Design cla_16, sky130hd; sources not shown.
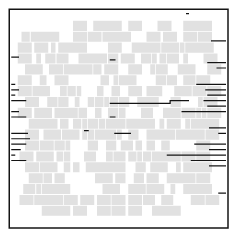
Fig. 1. Metal 3.
Drawn at 4 px/um. Cells faint in the background.
nets with wire on the layer: 33
longest straight run: 14.9 um
main direction: horizontal
wire length on this layer: 151 um
share of all routed wire: 5.5%
Via Count: 1160
M3 GR Usage: 3.61%
DRT Wirelength: 2.74 mm

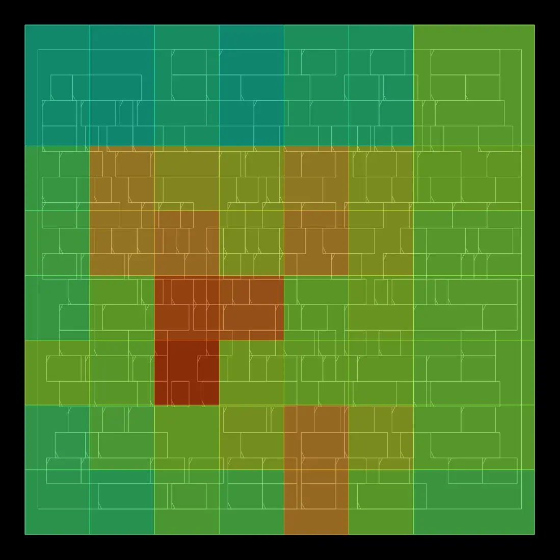
Fig. 2. Routing congestion.
Wirelength per Cell: 12.8 um
Total GRT Usage: 20.8%
met1 Use GR: 23.6%
met2 Use GR: 36.8%

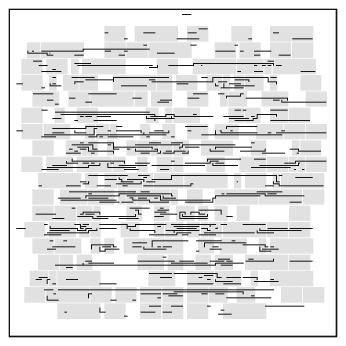
Fig. 3. Met1 routing.
Drawn at 6 px/um. Cells faint in the background.
wire length on this layer: 1200 um
main direction: horizontal
share of all routed wire: 44%
nets with wire on the layer: 205
longest straight run: 35.9 um

==> results.sh <==
# source this file to load flow results
export IMPL_setup_viol=0
export IMPL_path_clk_slew_ns=0.11
export IMPL_vdd_drop_max_uv=267
export IMPL_p_seq_share_pct=36.6
export IMPL_netlist_instances=130
export IMPL_dp_cells=210
export IMPL_ys_cells=130
export IMPL_detail_route_drc_violations=0
export IMPL_top_layer="met4"
export IMPL_adder_share_pct=22.3
export IMPL_logic_family="AND-OR/OR-AND gates"
export IMPL_warning_count=26
export IMPL_synth_area_um2=1260
export IMPL_slew_violations=0
export IMPL_end_kind="register"
export IMPL_rows=18
export IMPL_comb_power_share_pct=42.9
export IMPL_p_int_uw=425
export IMPL_cp_max_fo=7
export IMPL_switching_power_uw=202
export IMPL_layout_setup_ws_ns=0.755
export IMPL_maxCapViolations=0
export IMPL_dr_pass1_iters=4
export IMPL_hold_path_class="in -> reg"
export IMPL_max_freq_mhz=351
export IMPL_globalplace_congestion=0.840
export IMPL_cts_path_max_buffers=2
export IMPL_largest_reg_flops=16
export IMPL_hold_slack_ns=0.868
export IMPL_cts_tree="done"
export IMPL_io_buffers=52
export IMPL_flop_cell="dfxtp_1"
export IMPL_layout_filler_cells=198
export IMPL_wl_met2_mm=1.35
export IMPL_top_area_cell="dfxtp_1"
export IMPL_pg_comb_uw=269
export IMPL_period_needed_ns=2.85
export IMPL_place_hpwl_mm=2.30
export IMPL_drt_iter0_markers=12
export IMPL_cp_start_kind="primary input"
export IMPL_top_cell="dfxtp_1"
export IMPL_status="completed"
export IMPL_num_antenna_cells=0
export IMPL_worstMarginPinSlew_ns=0.443
export IMPL_cts_made_buffers=3
## critical path, stage by stage
cell and delay [ns]:
clkdlybuf4s50_1 0.40, ha_1 0.39, a211o_1 0.38, a2111oi_4 0.32, a221oi_2 0.11, nand2_1 0.11
nand2_1 0.07, fa_1 0.38, xnor2_1 0.17, nor2_1 0.05
## cell type report
| type | instances | area, um^2 | area share [%] |
|---|---|---|---|
| Sequential cell | 18 | 360 | 19.6 |
| Clock buffer | 4 | 36.3 | 1.97 |
| Inverter | 7 | 26.3 | 1.43 |
| Multi-Input combinational cell | 103 | 862 | 46.8 |
| Tap cell | 30 | 37.5 | 2.04 |
| Timing Repair Buffer | 52 | 520 | 28.2 |
